**config.mk**
```make
export PLATFORM = sky130hd
export DESIGN_NAME = led_blink_arbiter_flat
export DESIGN_NICKNAME = d
export VERILOG_FILES = /design/src/rtl/led_blink_arbiter_if.sv /design/src/rtl/led_blink_arbiter.sv /design/src/flat_wrapper.sv
export SDC_FILE = /design/constraint.sdc
export NUM_CORES = 1
export LEC_CHECK = 0
export ABC_AREA = 0
export ABC_CLOCK_PERIOD_IN_PS = 4880
export CORE_ASPECT_RATIO = 1.75
export CORE_MARGIN = 3
export CORE_UTILIZATION = 59
export DETAILED_ROUTE_END_ITERATION = 10
export PLACE_DENSITY = 0.84
export SYNTH_ARGS = -nofsm -noshare
export SYNTH_HDL_FRONTEND = slang
export SYNTH_SLANG_ARGS = --single-unit
export TNS_END_PERCENT = 30
```
**constraint.sdc**
```tcl
create_clock -name clk -period 4.88 [get_ports clk]
set_input_delay 0.732 -clock clk [delete_from_list [all_inputs] [get_ports clk]]
set_output_delay 0.732 -clock clk [all_outputs]
set_load 0.05 [all_outputs]
```
**src/rtl/led_blink_arbiter_if.sv**
```systemverilog
// rtl/led_blink_arbiter_if.sv - request/rate inputs and LED/grant outputs of the LED blink arbiter
interface led_blink_arbiter_if #(
  parameter int N_REQ = 4
);
  logic [N_REQ-1:0]   req;
  logic [2*N_REQ-1:0] rate;
  logic               led;
  logic [N_REQ-1:0]   grant;
  logic               busy;

  modport master (
    output req,
    output rate,
    input  led,
    input  grant,
    input  busy
  );

  modport slave (
    input  req,
    input  rate,
    output led,
    output grant,
    output busy
  );
endinterface

```
**src/rtl/led_blink_arbiter.sv**
```systemverilog
// rtl/led_blink_arbiter.sv - shares one status LED between N_REQ blink-pattern requesters
// Optional feature macro: LED_BLINK_ARB_ROUND_ROBIN_EN (round-robin instead of fixed priority)
module led_blink_arbiter #(
  parameter int CLK_HZ  = 48_000_000,
  parameter int TICK_HZ = 8,
  parameter int N_REQ   = 4
) (
  input  logic               clk,
  input  logic               reset,
  led_blink_arbiter_if.slave bus
);
  localparam int TICK_DIV = CLK_HZ / TICK_HZ;
  localparam int PW       = (TICK_DIV > 1) ? $clog2(TICK_DIV) : 1;
  localparam int IW       = $clog2(N_REQ);
  localparam logic [PW-1:0] PRESC_MAX = PW'(TICK_DIV - 1);

  localparam logic [1:0] S_IDLE = 2'd0;
  localparam logic [1:0] S_ON   = 2'd1;
  localparam logic [1:0] S_OFF  = 2'd2;

  logic [1:0]       state_q, state_d;
  logic [PW-1:0]    presc_q, presc_d;
  logic [1:0]       phase_q, phase_d;
  logic [1:0]       rate_q, rate_d;
  logic [IW-1:0]    owner_q, owner_d;
  logic             led_q, led_d;
  logic [N_REQ-1:0] grant_q, grant_d;
`ifdef LED_BLINK_ARB_ROUND_ROBIN_EN
  logic [IW-1:0]    last_q, last_d;
  int               rr_idx;
`endif

  logic             tick;
  logic             owner_req;
  logic [1:0]       hp_last;
  logic [IW-1:0]    win_idx;
  logic             win_found;
  logic             do_grant;
  logic [1:0]       rate_arr [N_REQ];

  for (genvar g = 0; g < N_REQ; g++) begin : g_rate
    assign rate_arr[g] = bus.rate[2*g +: 2];
  end

  assign tick      = (presc_q == PRESC_MAX);
  assign owner_req = bus.req[owner_q];

  assign bus.led   = led_q;
  assign bus.grant = grant_q;
  assign bus.busy  = (state_q != S_IDLE);

  // Last phase index of a half-period for the latched owner rate (HP-1 ticks)
  always_comb begin
    case (rate_q)
      2'd1:    hp_last = 2'd3;
      2'd2:    hp_last = 2'd1;
      default: hp_last = 2'd0;
    endcase
  end

`ifdef LED_BLINK_ARB_ROUND_ROBIN_EN
  // Round-robin winner: first requester after the last owner, wrapping around
  always_comb begin
    win_idx   = '0;
    win_found = 1'b0;
    rr_idx    = 0;
    for (int k = 0; k < N_REQ; k++) begin
      rr_idx = int'(last_q) + 1 + k;
      if (rr_idx >= N_REQ) rr_idx = rr_idx - N_REQ;
      if (!win_found && bus.req[IW'(rr_idx)]) begin
        win_found = 1'b1;
        win_idx   = IW'(rr_idx);
      end
    end
  end
`else
  // Fixed-priority winner: lowest requesting index
  always_comb begin
    win_idx   = '0;
    win_found = 1'b0;
    for (int i = N_REQ - 1; i >= 0; i--) begin
      if (bus.req[IW'(i)]) begin
        win_found = 1'b1;
        win_idx   = IW'(i);
      end
    end
  end
`endif

  // Blink FSM: arbitration at flash boundaries, owner drop wins over any tick
  always_comb begin
    state_d  = state_q;
    presc_d  = tick ? '0 : presc_q + 1'b1;
    phase_d  = phase_q;
    rate_d   = rate_q;
    owner_d  = owner_q;
    led_d    = led_q;
    grant_d  = grant_q;
    do_grant = 1'b0;
`ifdef LED_BLINK_ARB_ROUND_ROBIN_EN
    last_d   = last_q;
`endif
    case (state_q)
      S_IDLE: begin
        led_d   = 1'b0;
        grant_d = '0;
        if (win_found) do_grant = 1'b1;
      end
      S_ON: begin
        if (!owner_req) begin
          state_d = S_IDLE;
          led_d   = 1'b0;
          grant_d = '0;
        end else if (tick) begin
          if (rate_q == 2'd0) begin
            // solid owner yields to a different winner on every tick
            if (win_idx != owner_q) do_grant = 1'b1;
          end else if (phase_q == hp_last) begin
            state_d = S_OFF;
            led_d   = 1'b0;
            phase_d = '0;
          end else begin
            phase_d = phase_q + 2'd1;
          end
        end
      end
      S_OFF: begin
        if (!owner_req) begin
          state_d = S_IDLE;
          led_d   = 1'b0;
          grant_d = '0;
        end else if (tick) begin
          if (phase_q == hp_last) begin
            if (win_found) begin
              do_grant = 1'b1;
            end else begin
              state_d = S_IDLE;
              led_d   = 1'b0;
              grant_d = '0;
            end
          end else begin
            phase_d = phase_q + 2'd1;
          end
        end
      end
      default: begin
        state_d = S_IDLE;
        led_d   = 1'b0;
        grant_d = '0;
      end
    endcase
    if (do_grant) begin
      state_d = S_ON;
      led_d   = 1'b1;
      grant_d = N_REQ'(1) << win_idx;
      owner_d = win_idx;
      rate_d  = rate_arr[win_idx];
      phase_d = '0;
      presc_d = '0;
`ifdef LED_BLINK_ARB_ROUND_ROBIN_EN
      last_d  = win_idx;
`endif
    end
  end

  // State registers with synchronous active-high reset
  always_ff @(posedge clk) begin
    if (reset) begin
      state_q <= S_IDLE;
      presc_q <= '0;
      phase_q <= '0;
      rate_q  <= '0;
      owner_q <= '0;
      led_q   <= 1'b0;
      grant_q <= '0;
`ifdef LED_BLINK_ARB_ROUND_ROBIN_EN
      last_q  <= IW'(N_REQ - 1);
`endif
    end else begin
      state_q <= state_d;
      presc_q <= presc_d;
      phase_q <= phase_d;
      rate_q  <= rate_d;
      owner_q <= owner_d;
      led_q   <= led_d;
      grant_q <= grant_d;
`ifdef LED_BLINK_ARB_ROUND_ROBIN_EN
      last_q  <= last_d;
`endif
    end
  end
endmodule
```
**src/flat_wrapper.sv**
```systemverilog
// flat-port wrapper written by rule: the top's interface ports become plain ports
module led_blink_arbiter_flat 
#(
  parameter int CLK_HZ  = 48_000_000,
  parameter int TICK_HZ = 8,
  parameter int N_REQ   = 4
)
  (clk, reset, bus_req, bus_rate, bus_led, bus_grant, bus_busy);
  led_blink_arbiter_if #(.N_REQ(N_REQ)) bus_i ();
  input  logic clk;
  input  logic reset;
  input wire logic [$bits(bus_i.req)-1:0] bus_req;
  input wire logic [$bits(bus_i.rate)-1:0] bus_rate;
  output wire logic [$bits(bus_i.led)-1:0] bus_led;
  output wire logic [$bits(bus_i.grant)-1:0] bus_grant;
  output wire logic [$bits(bus_i.busy)-1:0] bus_busy;
  assign bus_i.req = bus_req;
  assign bus_i.rate = bus_rate;
  assign bus_led = bus_i.led;
  assign bus_grant = bus_i.grant;
  assign bus_busy = bus_i.busy;
  led_blink_arbiter #(.CLK_HZ(CLK_HZ), .TICK_HZ(TICK_HZ), .N_REQ(N_REQ)) u_core (.clk(clk), .reset(reset), .bus(bus_i));
endmodule
```
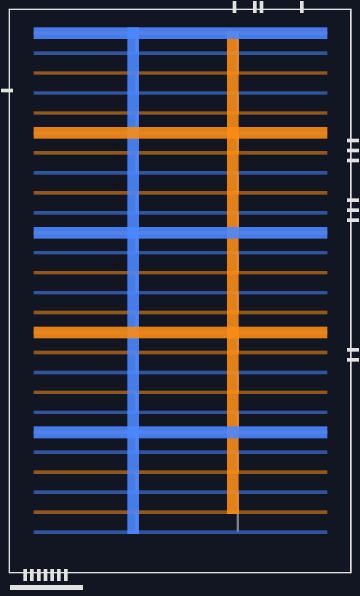
(run_1/pdn.png)
Scale bar: 10 um. Pins as bars on the die edge. Tap cells in gray.
VDD: shown in orange. VSS: shown in blue.
The core has 25 rows. 5 straps on met5. 27 tap cells. 26 met1 rails follow the rows. 2 straps on met4.
core region area: 0.002721 mm^2
vertical die dimension: 76.60 um
horizontal die dimension: 46.34 um

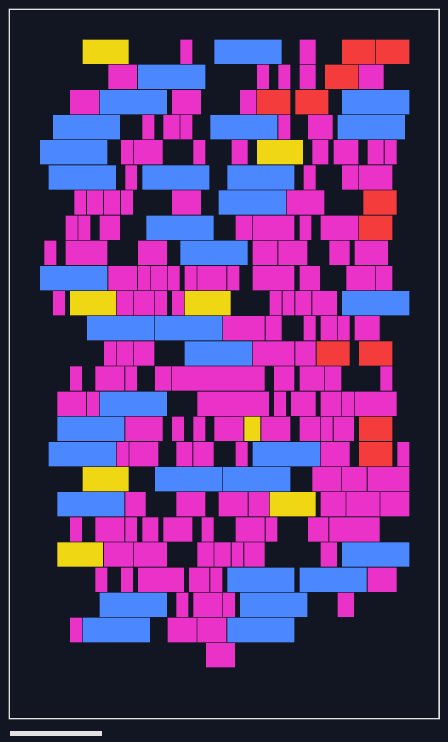
(run_1/cell_classes.png)
Scale bar: 10 um.
all other logic: shown in magenta, cells 151, share of their area 53%. other buffers and delay cells: shown in red, cells 11, share of their area 5.9%. clock drivers and dummy loads: shown in yellow, cells 8, share of their area 5.4%. flip-flops: shown in blue, cells 33, share of their area 35%.

==> flow_summary.yaml, run 1 <==
# implementation run metrics
global_route:
  grt_pass1_vias: 1421
  globalRoute.busiestLayer: "met2"
  grtUsageTotal_pct: 23.25
  met1_usage_pct: 21.48
  grt_first_pass_wirelength_um: 6058
  number_of_antenna_violations_at_the_first_check_in_global_routing: 0
critical_path:
  worst_path_most_repeated_cell: "sky130_fd_sc_hd__inv_1"
  setup.worst_path.end_class: "output pin"
  timing.critical_path.max_delay_family: "buffers and inverters"
  crit-reg2reg-launch: "u_core.presc_q[13]"
  cp_max_fo: 6
  crit_path_class: "register to output pin"
  crit_arrival_ps: 1970
  critical_path.cell_chain: "inv_1 > ha_1 > inv_1 > clkdlybuf4s50_1"
  worst_setup_path_startpoint: "u_core.state_q[0]"
  worst_path_max_delay_cell: "sky130_fd_sc_hd__clkdlybuf4s50_1"
  critical_path_buf_inv_count: 3
  critPathRequiredTime_ps: 4150
sta:
  setup_viol: 0
  fin_worst_skew_ps: 7.946
  timing.final.crit_period_ps: 2699
  timing.setup.tns_ps: 0
  slew_viol_final: 0
  worst_pin_slew_ps: 976.8
  max_freq_mhz: 370.5
  hold_ws_ps: 459.4
  grt_setup_unrepaired: "no"
yosys:
  post_synth.cell_area_avg_um2: 8.891
  netlist.top_cell.by_area: "sky130_fd_sc_hd__dfxtp_1"
  synth_cells: 189
  distinct_lib_cells: 41
  topCellsByArea: "sky130_fd_sc_hd__dfxtp_1 39%, sky130_fd_sc_hd__xor2_1 7.3%, sky130_fd_sc_hd__nor2_1 6.7%"
  dominantRegCellSynth: "sky130_fd_sc_hd__dfxtp_1"
  yosys_warnings: 0
  mappedNetlistArea_mm2: 0.001680
  number_of_enable_flip_flop_cells: 0
  yosys-stat-cells: 189
cells_and_area:
  register_area_um2: 660.6
  final-comb-area_um2: 955.9
  dominant_cells: "multi-input combinational cells"
  nFlopsAndLatches: 33
  n_all_inverters: 10
  finalCoreUtilization_pct: 69.79
  layout.comb_gates.multi_input: 141
  area_delta_synth_final_pct: 13.03
  stdcell_area_mm2: 0.001899
  fraction_of_layout_cells_with_a_size_suffix_above_1_pct: 8.867
  seqAreaFraction_pct: 34.78
clocking:
  cts_made_buffers: 5
  clk_latency_ps: 290
  cts_htree_levels: 2
  post_cts_hold_fix_buffer_tally: 0
  cts_resized: 0
  cts_sinks: 33
detailed_routing:
  drt_iter0_markers: 33
  detail_route.wl_per_cell_um: 15.30
  routed_vias: 1394
  route.final.wire_length_um: 3519
  route.top_layer_used: "met4"
  wl_met2_um: 2068
placement:
  detailedPlace.worstSlack_ps: 2068
  dp_cells: 222
  dpl-instance-area_mm2: 0.001798
  io_buffers: 11
min_path:
  hp-class: "register to register"
  hold_start: "u_core.bus.led"
power_and_ir_drop:
  p_int_uw: 469.9
  leakage_uw: 0.0006669
  p_switching_uw: 210.0
  power.share.sequential_pct: 43.5
  pg_comb_uw: 161
  power_per_cell_area_mw_per_mm2: 358.0
  power_switching_share_pct: 30.89
  share_comb_of_total_power_pct: 23.6
  worst_supply_voltage_drop_on_vdd_mv: 0.2490
job:
  number_of_openroad_warnings: 36
  max_cap_violations: 0
floorplan:
  nWellTaps: 27
  fp.dieArea_mm2: 0.003549
  num_rows: 25
run_status:
  outcome: "completed"
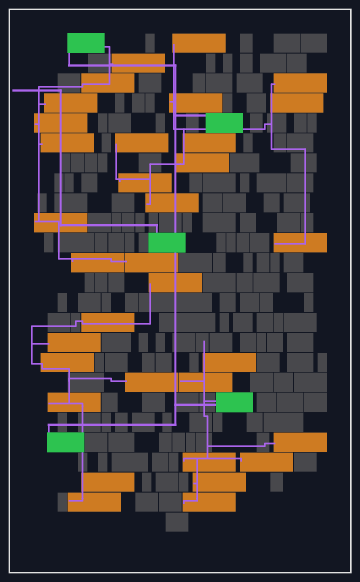
(run_1/clock_map.png)
clock wires: shown in purple, length 399 um. cells driving clock nets: shown in green, count 5. flip-flops: shown in orange, count 33.
There are 6 routed clock nets.

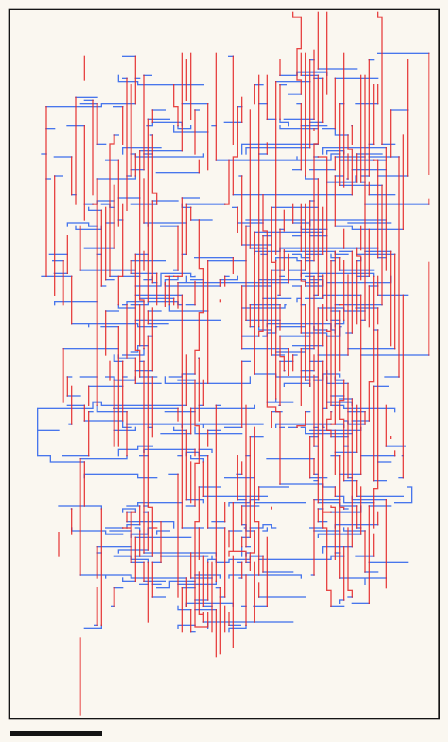
(run_1/metal_stack.png)
Scale bar: 10 um. Two of the layers only.
met2: shown in red, wire length 2,070 um. met1: shown in blue, wire length 1,250 um.

run 1: tightest hold or removal path, delay by kind of cell, from the launching register on:
family	cells	cell delay, ps
flops	1	310
simple gates	1	50
compound gates	1	50
run 1: Yosys cell counts (2+ instances only):
cell / instances
sky130_fd_sc_hd__buf_4: 2
sky130_fd_sc_hd__ha_1: 7
sky130_fd_sc_hd__and2_2: 2
sky130_fd_sc_hd__a31oi_1: 4
sky130_fd_sc_hd__buf_1: 2
sky130_fd_sc_hd__nand3_1: 11
sky130_fd_sc_hd__o21ai_0: 6
sky130_fd_sc_hd__nor3_1: 2
sky130_fd_sc_hd__xnor2_1: 10
sky130_fd_sc_hd__nand4_1: 5
sky130_fd_sc_hd__xor2_1: 14
sky130_fd_sc_hd__inv_1: 10
sky130_fd_sc_hd__dfxtp_1: 33
sky130_fd_sc_hd__a211oi_1: 4
sky130_fd_sc_hd__and3_1: 3
sky130_fd_sc_hd__nand2_1: 10
sky130_fd_sc_hd__a21oi_1: 7
sky130_fd_sc_hd__nor3b_1: 2
sky130_fd_sc_hd__mux2i_1: 2
sky130_fd_sc_hd__nor2_1: 30
sky130_fd_sc_hd__clkbuf_1: 2
sky130_fd_sc_hd__nor4_1: 2
run 1: logic make-up after synthesis:
logic type	Yosys count	synth area share [%]
DFF	33	39.31
buffers and inverters	16	4.021
muxes	3	1.862
and+or+nand+nor	77	25.69
adders and majority gates	7	5.212
other	1	0.2232
AOI/OAI and AO/OA	28	11.17
xor gates and xnor gates	24	12.51
run 1: registers in the layout, indices dropped and copies added, names as in the netlist:
| signal | flops |
|---|---|
| u_core.rate_q | 2 |
| u_core.presc_q | 23 |
| u_core.owner_q | 1 |
| u_core.phase_q | 2 |
| u_core.bus.grant | 2 |
| u_core.bus.led | 1 |
| u_core.state_q | 2 |
run 1: layout by cell type (no fill, tap or decap), types with 2 or more instances in the layout:
cell / count
sky130_fd_sc_hd__and3_1: 3
sky130_fd_sc_hd__dfxtp_1: 33
sky130_fd_sc_hd__conb_1: 2
sky130_fd_sc_hd__nand2_1: 10
sky130_fd_sc_hd__o21ai_0: 6
sky130_fd_sc_hd__nor3_1: 2
sky130_fd_sc_hd__inv_1: 10
sky130_fd_sc_hd__xor2_1: 14
sky130_fd_sc_hd__and2_2: 2
sky130_fd_sc_hd__ha_1: 7
sky130_fd_sc_hd__nor2_1: 30
sky130_fd_sc_hd__nand4_1: 5
sky130_fd_sc_hd__a21oi_1: 7
sky130_fd_sc_hd__mux2i_1: 2
sky130_fd_sc_hd__nor4_1: 2
sky130_fd_sc_hd__nor3b_1: 2
sky130_fd_sc_hd__clkbuf_8: 7
sky130_fd_sc_hd__clkdlybuf4s50_1: 11
sky130_fd_sc_hd__nand3_1: 11
sky130_fd_sc_hd__a211oi_1: 4
sky130_fd_sc_hd__xnor2_1: 10
sky130_fd_sc_hd__a31oi_1: 4
run 1: final timing paths:
| kind | end | slack, ps | cells after the start |
|---|---|---|---|
| hold reg to reg | u_core.bus.led | 460 | 2 |
| setup / recovery | bus_busy | 2180 | 4 |
| hold / removal | u_core.bus.led | 460 | 2 |
| setup reg to reg | u_core.phase_q[1] | 2490 | 5 |
## Run 2: what changed since run 1
Settings changed: ABC_CLOCK_PERIOD_IN_PS 4880 to 2300, CORE_UTILIZATION 59 to 49, PLACE_DENSITY 0.84 to 0.74.
Clock period 4.88 ns to 2.3 ns, I/O delays scaled along.
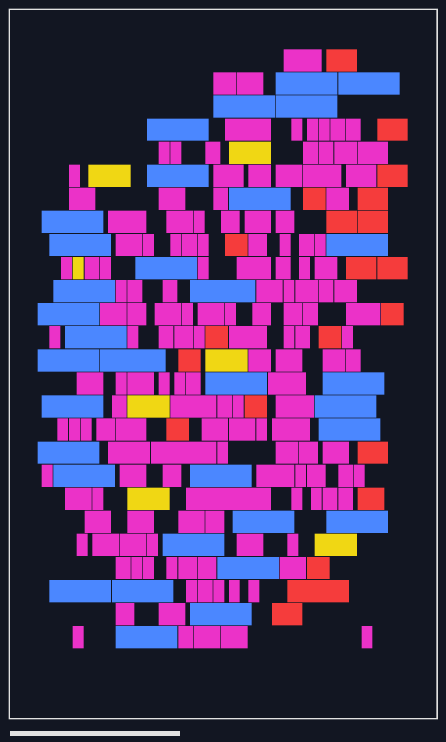
(run_2/cell_classes.png)
Scale bar: 20 um.
clock drivers and dummy loads: shown in yellow, cells 7, share of their area 4.4%. other buffers and delay cells: shown in red, cells 21, share of their area 10%. all other logic: shown in magenta, cells 151, share of their area 51%. flip-flops: shown in blue, cells 33, share of their area 34%.
FP Rows: 27
core region area: 0.003209 mm^2
post-route cell area: 0.002003 mm^2
share of the core filled with cells in the final layout: 62.42%
sequential share of cell area: 33.10%

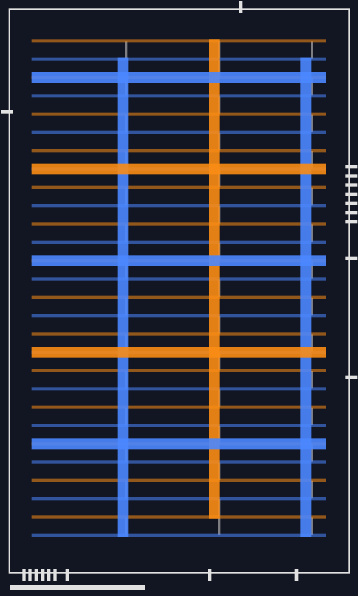
(run_2/pdn.png)
Scale bar: 20 um. Pins as bars on the die edge. Tap cells in gray.
VDD: shown in orange. VSS: shown in blue.
28 met1 rails follow the rows. 3 straps on met4.

==> flow_summary.yaml, run 2 <==
# implementation run metrics
run_status:
  outcome: "completed"
clocking:
  cts_root_buf: "sky130_fd_sc_hd__clkbuf_8"
  cts_htree_levels: 2
  cts_made_buffers: 5
  clk_pin_slew_ps: 60
  clk_latency_ps: 280
  cts_tree: "yes"
  clock_tree.buffer_depth: 2
  cts_sinks: 33
power_and_ir_drop:
  leakage_uw: 0.0007183
  power_per_cell_area_mw_per_mm2: 715.1
  worst_supply_voltage_drop_on_vdd_mv: 0.4535
  totalPowerFinal_uw: 1432
cells_and_area:
  num-fill-cells: 270
  regMostFlops: "u_core.presc_q"
  mostFrequentLayoutCell: "sky130_fd_sc_hd__dfxtp_1"
  fraction_of_layout_cells_with_a_size_suffix_above_1_pct: 14.15
  final_cell_mix: "31 x sky130_fd_sc_hd__dfxtp_1, 30 x sky130_fd_sc_hd__nor2_1, 14 x sky130_fd_sc_hd__xor2_1, 11 x sky130_fd_sc_hd__nand3_1"
  nNetsFinal: 233
  largest_reg_flops: 23
  area_delta_synth_final_pct: 19.21
  instances_no_fill: 255
  num_antenna_cells: 0
detailed_routing:
  routed_vias: 1424
  drtPass1Iterations: 4
  antenna_violating_nets_post_route: 0
  route.final.wire_length_um: 3441
  drt_drc_violations_left: 0
  detail_route.wl_per_cell_um: 13.49
  drt_iter0_markers: 18
  viasPerCell: 5.584
critical_path:
  setup.worst_path.end_class: "register"
  critPathRequiredTime_ps: 2500
  cp-start-kind: "register"
  critical_path.cell_chain: "or4bb_4 > nor4_4 > a31oi_2 > or4b_1 > a311oi_2"
  cp_max_fo: 6
  worst_path_max_delay_cell: "sky130_fd_sc_hd__or4bb_4"
  crit_path_class: "register to register"
  timing.critical_path.max_delay_family: "simple AND/OR/NAND/NOR gates"
  crit_arrival_ps: 2380
  cp_slowest_stage_delay_ps: 540
  critical_path_buf_inv_count: 0
min_path:
  hp-class: "register to register"
yosys:
  yosys.cell_count.top_type: "sky130_fd_sc_hd__dfxtp_1"
  yosysChipArea_mm2: 0.001680
  yosys_warnings: 0
  number_of_enable_flip_flop_cells: 0
  post_synth.cell_area_avg_um2: 8.891
  asyncSetResetFlopFracSynth_pct: 0
  netlist.top_cell.by_area: "sky130_fd_sc_hd__dfxtp_1"
  synth_sequential_area_ratio_pct: 39.31
  distinct_lib_cells: 41
  synth_largest_type_area_fraction_pct: 39.31
  topCellsByArea: "sky130_fd_sc_hd__dfxtp_1 39%, sky130_fd_sc_hd__xor2_1 7.3%, sky130_fd_sc_hd__nor2_1 6.7%"
  top_cells_by_count: "33 x sky130_fd_sc_hd__dfxtp_1, 30 x sky130_fd_sc_hd__nor2_1, 14 x sky130_fd_sc_hd__xor2_1"
  synth_cells: 189
  dominantRegCellSynth: "sky130_fd_sc_hd__dfxtp_1"
  yosys-stat-cells: 189
  mappedNetlistArea_mm2: 0.001680
  synth.ff_latch_count: 33
floorplan:
  die_w_um: 50.27
  fp_util_pct: 52.36
  fp.dieArea_mm2: 0.004195
  chipHeight_um: 83.47
  design.portCount: 20
sta:
  finalClockPeriodUsage_pct: 94.84
  slew_viol_final: 0
  grt_setup_unrepaired: "no"
  timing.setup.tns_ps: 0
  setup_viol: 0
  worst_pin_slew_ps: 509.4
  maxSlewHeadroom_pct: 65.93
  max_freq_mhz: 458.5
  final_hold_viol_count: 0
  fin_worst_skew_ps: 5.001
  timing.final.crit_period_ps: 2181
  hold_ws_ps: 458.0
job:
  max_cap_violations: 0
  number_of_openroad_warnings: 36
placement:
  dpl-instance-area_mm2: 0.001906
  dp_cells: 248
  io_buffers: 11
  detailedPlacementHpwl_um: 2674
  finalWeightedCongestion: 0.7807
global_route:
  grtUsageTotal_pct: 18.05
  grt_first_pass_wirelength_um: 5989
  largest_net_degree_at_the_start_of_global_routing: 24
  grt_pass1_vias: 1426
  number_of_antenna_violations_at_the_first_check_in_global_routing: 0
  globalRoute.totalOverflow: 0
[run 2: per-layer routing]
layer	up-vias	share of wire, %	global-route usage, %
met4	0	2.7	8.816
met5	-	0	0
met3	9	3.5	4.651
met2	29	56	32.62
met1	686	38	18.29
li1	700	-	-
[run 2: path summary, 6_finish.rpt]
kind	startpoint	endpoint	slack [ps]	cells after the start
setup / recovery	u_core.presc_q[12]	u_core.phase_q[1]	120	5
hold reg to reg	u_core.bus.led	u_core.bus.led	460	2
hold / removal	u_core.bus.led	u_core.bus.led	460	2
setup reg to reg	u_core.presc_q[12]	u_core.phase_q[1]	120	5
[run 2: cell type report]
class	instances	area, um^2	area share, %
clock buffers	7	86.33	4.310
inverters	10	37.54	1.874
multi-input cells	141	965.9	48.22
flip-flops and latches	33	663.1	33.10
well taps	43	53.80	2.686
repair buffers	21	196.4	9.806
[run 2: logic make-up (layout without fill, tap and decap cells)]
logic type                 Yosys count  in the layout  synth area share [%]
AOI/OAI and AO/OA                   28             28                 11.17
and+or+nand+nor                     77             77                 25.69
adders and majority gates            7              7                 5.212
xor gates and xnor gates            24             24                 12.51
buffers and inverters               16             38                 4.021
other                                1              2                0.2232
DFF                                 33             33                 39.31
muxes                                3              3                 1.862
[run 2: through the flow]
stage | utilization [%] | worst slack, ps
after global routing | 62.42 | 6.564
after floorplan | - | 132.7
final | 62.42 | 118.8
after CTS | 62.03 | 78.37
after global placement | 59.38 | 131.5
after detailed placement | 59.38 | 94.11
[run 2: worst register-to-register path, cell delays in order (launching register included)]
cell	delay, ps
sky130_fd_sc_hd__dfxtp_1	360
sky130_fd_sc_hd__or4bb_4	540
sky130_fd_sc_hd__nor4_4	310
sky130_fd_sc_hd__a31oi_2	140
sky130_fd_sc_hd__or4b_1	490
sky130_fd_sc_hd__a311oi_2	250
[run 2: what timing repair did]
action | CTS | global route
resized | 1 | 4
setup endpoints to repair | 1 | 1
buffers inserted | 0 | 0
pin swaps | 0 | 4
hold buffers | 0 | 0
[run 2: where the power goes]
group / leakage, uW / total (uW) / switching, uW / internal [uW]
combinational: 0.000405 / 370 / 217 / 153
clock: 0.0000443 / 436 / 199 / 237
sequential: 0.000269 / 627 / 24.3 / 602
total: 0.000718 / 1430 / 440 / 992
## Run 3: what changed since run 2
Settings changed: ABC_CLOCK_PERIOD_IN_PS 2300 to 2200, CORE_UTILIZATION 49 to 55, PLACE_DENSITY 0.74 to 0.79, SLEW_MARGIN set to 20.
Clock period 2.3 ns to 2.2 ns, I/O delays scaled along.
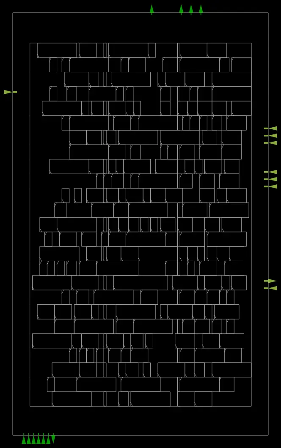
(run_3/final_placement.png)
sequential share of cell area: 33.02%
share of the core filled with cells in the final layout: 71.07%
FP Rows: 25
core region area: 0.002815 mm^2
filler-free cell count of the finished design: 245

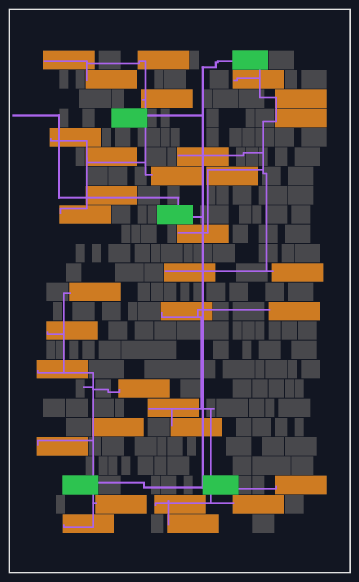
(run_3/clock_map.png)
flip-flops: shown in orange, count 33. cells driving clock nets: shown in green, count 5. clock wires: shown in purple, length 434 um.
Position of the flops: widely spread.
relative contribution of the clock network to total power: 29.2%
clock latency at the later pin of the worst-skew pair: 280 ps

==> flow_summary.yaml, run 3 <==
# implementation run metrics
floorplan:
  die_w_um: 47.79
  fp.dieArea_mm2: 0.003781
  chipHeight_um: 79.12
  design.portCount: 20
  fp_util_pct: 59.69
global_route:
  largest_net_degree_at_the_start_of_global_routing: 24
  number_of_antenna_violations_at_the_first_check_in_global_routing: 0
  grtUsageTotal_pct: 22.72
  globalRoute.totalOverflow: 0
  grt_first_pass_wirelength_um: 6244
  grt_pass1_vias: 1497
detailed_routing:
  viasPerCell: 6.012
  drtPass1Iterations: 4
  antenna_violating_nets_post_route: 0
  routed_vias: 1473
  drt_drc_violations_left: 0
  drt_iter0_markers: 29
  detail_route.wl_per_cell_um: 15.48
  route.final.wire_length_um: 3793
cells_and_area:
  final_cell_mix: "33 x sky130_fd_sc_hd__dfxtp_1, 30 x sky130_fd_sc_hd__nor2_1, 15 x sky130_fd_sc_hd__buf_4, 14 x sky130_fd_sc_hd__xor2_1, 11 x sky130_fd_sc_hd__nand3_1"
  largest_reg_flops: 23
  num_antenna_cells: 0
  regMostFlops: "u_core.presc_q"
  nNetsFinal: 238
  mostFrequentLayoutCell: "sky130_fd_sc_hd__dfxtp_1"
  fraction_of_layout_cells_with_a_size_suffix_above_1_pct: 14.22
  stdcell_area_mm2: 0.002001
  area_delta_synth_final_pct: 19.06
critical_path:
  crit_arrival_ps: 2350
  reg2reg_to: "u_core.phase_q[1]"
  r2r.worst_path.cells: 5
  crit_path_class: "register to register"
  crit-reg2reg-launch: "u_core.presc_q[14]"
  worst-r2r-setup-slack_ps: 50
  cp_max_fo: 4
  critPathRequiredTime_ps: 2400
  cp-start-kind: "register"
  setup.worst_path.end_class: "register"
yosys:
  yosys.cell_count.top_type: "sky130_fd_sc_hd__dfxtp_1"
  yosys_warnings: 0
  synth_largest_type_area_fraction_pct: 39.31
  netlist.top_cell.by_area: "sky130_fd_sc_hd__dfxtp_1"
  distinct_lib_cells: 41
  synth_cells: 189
  topCellsByArea: "sky130_fd_sc_hd__dfxtp_1 39%, sky130_fd_sc_hd__xor2_1 7.3%, sky130_fd_sc_hd__nor2_1 6.7%"
  yosysChipArea_mm2: 0.001680
  top_cells_by_count: "33 x sky130_fd_sc_hd__dfxtp_1, 30 x sky130_fd_sc_hd__nor2_1, 14 x sky130_fd_sc_hd__xor2_1"
  synth_sequential_area_ratio_pct: 39.31
  number_of_enable_flip_flop_cells: 0
  mappedNetlistArea_mm2: 0.001680
  asyncSetResetFlopFracSynth_pct: 0
  yosys-stat-cells: 189
  dominantRegCellSynth: "sky130_fd_sc_hd__dfxtp_1"
  post_synth.cell_area_avg_um2: 8.891
sta:
  slew_viol_final: 0
  timing.final.crit_period_ps: 2147
  worst_pin_slew_ps: 511.9
  setup_viol: 0
  fin_worst_skew_ps: 5.943
  final_hold_viol_count: 0
  maxSlewHeadroom_pct: 65.51
  finalClockPeriodUsage_pct: 97.60
  hold_ws_ps: 459.7
  grt_setup_unrepaired: "no"
  timing.setup.tns_ps: 0
  max_freq_mhz: 465.7
clocking:
  post_cts.repair.setup_buffers: 0
  clk_pin_slew_ps: 60
  post_cts_hold_fix_buffer_tally: 0
  cts_tree: "yes"
  cts_made_buffers: 5
  cts_sinks: 33
  cts_resized: 0
  cts_root_buf: "sky130_fd_sc_hd__clkbuf_8"
  cts_htree_levels: 2
  clock_tree.buffer_depth: 2
placement:
  dpl-instance-area_mm2: 0.001921
  io_buffers: 11
  detailedPlacementHpwl_um: 2862
  finalWeightedCongestion: 0.8414
  dp_cells: 237
power_and_ir_drop:
  totalPowerFinal_uw: 1488
  power_per_cell_area_mw_per_mm2: 743.6
  worst_supply_voltage_drop_on_vdd_mv: 0.5399
  leakage_uw: 0.0007347
min_path:
  min_delay_path_depth: 1
  hold_start: "u_core.presc_q[0]"
  hp-class: "register to register"
  min_delay_worst_endpoint: "u_core.presc_q[0]"
job:
  max_cap_violations: 0
  number_of_openroad_warnings: 36
run_status:
  outcome: "completed"
run 3: cells by family after synthesis:
| logic type | count (synthesis) | synth area share (%) |
|---|---|---|
| xor gates and xnor gates | 24 | 12.51 |
| adders and majority gates | 7 | 5.212 |
| muxes | 3 | 1.862 |
| and+or+nand+nor | 77 | 25.69 |
| AOI/OAI and AO/OA | 28 | 11.17 |
| buffers and inverters | 16 | 4.021 |
| DFF | 33 | 39.31 |
| other | 1 | 0.2232 |
run 3: per-stage QoR:
step	setup WS, ps	utilization [%]
3_3_place_gp	97.57	68.22
5_1_grt	9.791	71.07
3_5_place_dp	50.36	68.22
4_1_cts	43.98	71.07
6_report	52.76	71.07
2_1_floorplan	32.72	-
run 3: worst max-delay path by stage:
stage | slack (ps) | from | to | cells after the start
2_1_floorplan | 30 | u_core.presc_q[13] | u_core.phase_q[1] | 5
3_3_place_gp | 100 | u_core.presc_q[14] | u_core.phase_q[1] | 5
3_5_place_dp | 50 | u_core.presc_q[14] | u_core.phase_q[1] | 5
4_1_cts | 40 | u_core.presc_q[14] | u_core.phase_q[1] | 5
5_1_grt | 10 | u_core.presc_q[14] | u_core.phase_q[1] | 5
6_report | 50 | u_core.presc_q[14] | u_core.phase_q[1] | 5
run 3: routing by layer:
layer  share of wire, %  wire length [um]  up-vias  global-route usage (%)
met2                 58              2206       41                   41.38
met4                2.7               102        0                   13.21
met5                  0                 0        -                       0
li1                   -                 -      714                       -
met3                3.5               134       10                   5.669
met1                 36              1350      708                   20.23
run 3: cell type report:
| cell class | count | area (um^2) |
|---|---|---|
| multi-input combinational | 141 | 955.9 |
| fill | 240 | 814.5 |
| sequential | 33 | 660.6 |
| timing repair buffer | 26 | 232.7 |
| clock buffer | 8 | 80.08 |
| inverter | 10 | 37.54 |
| tap | 27 | 33.78 |
run 3: critical path, stage by stage, from the launching register on:
cell and delay, ps:
sky130_fd_sc_hd__dfxtp_1 350, sky130_fd_sc_hd__or4b_4 540, sky130_fd_sc_hd__nor4_4 290, sky130_fd_sc_hd__a31oi_1 150, sky130_fd_sc_hd__or4b_1 500, sky130_fd_sc_hd__a311oi_2 260
run 3: power breakdown:
| group | switching, uW | leakage, uW | internal, uW | total (uW) |
|---|---|---|---|---|
| clock network | 210 | 0.0000395 | 225 | 435 |
| logic | 230 | 0.000427 | 164 | 394 |
| registers | 28.7 | 0.000268 | 630 | 658 |
No activity file was given, so power comes from the tool's default toggle rates.
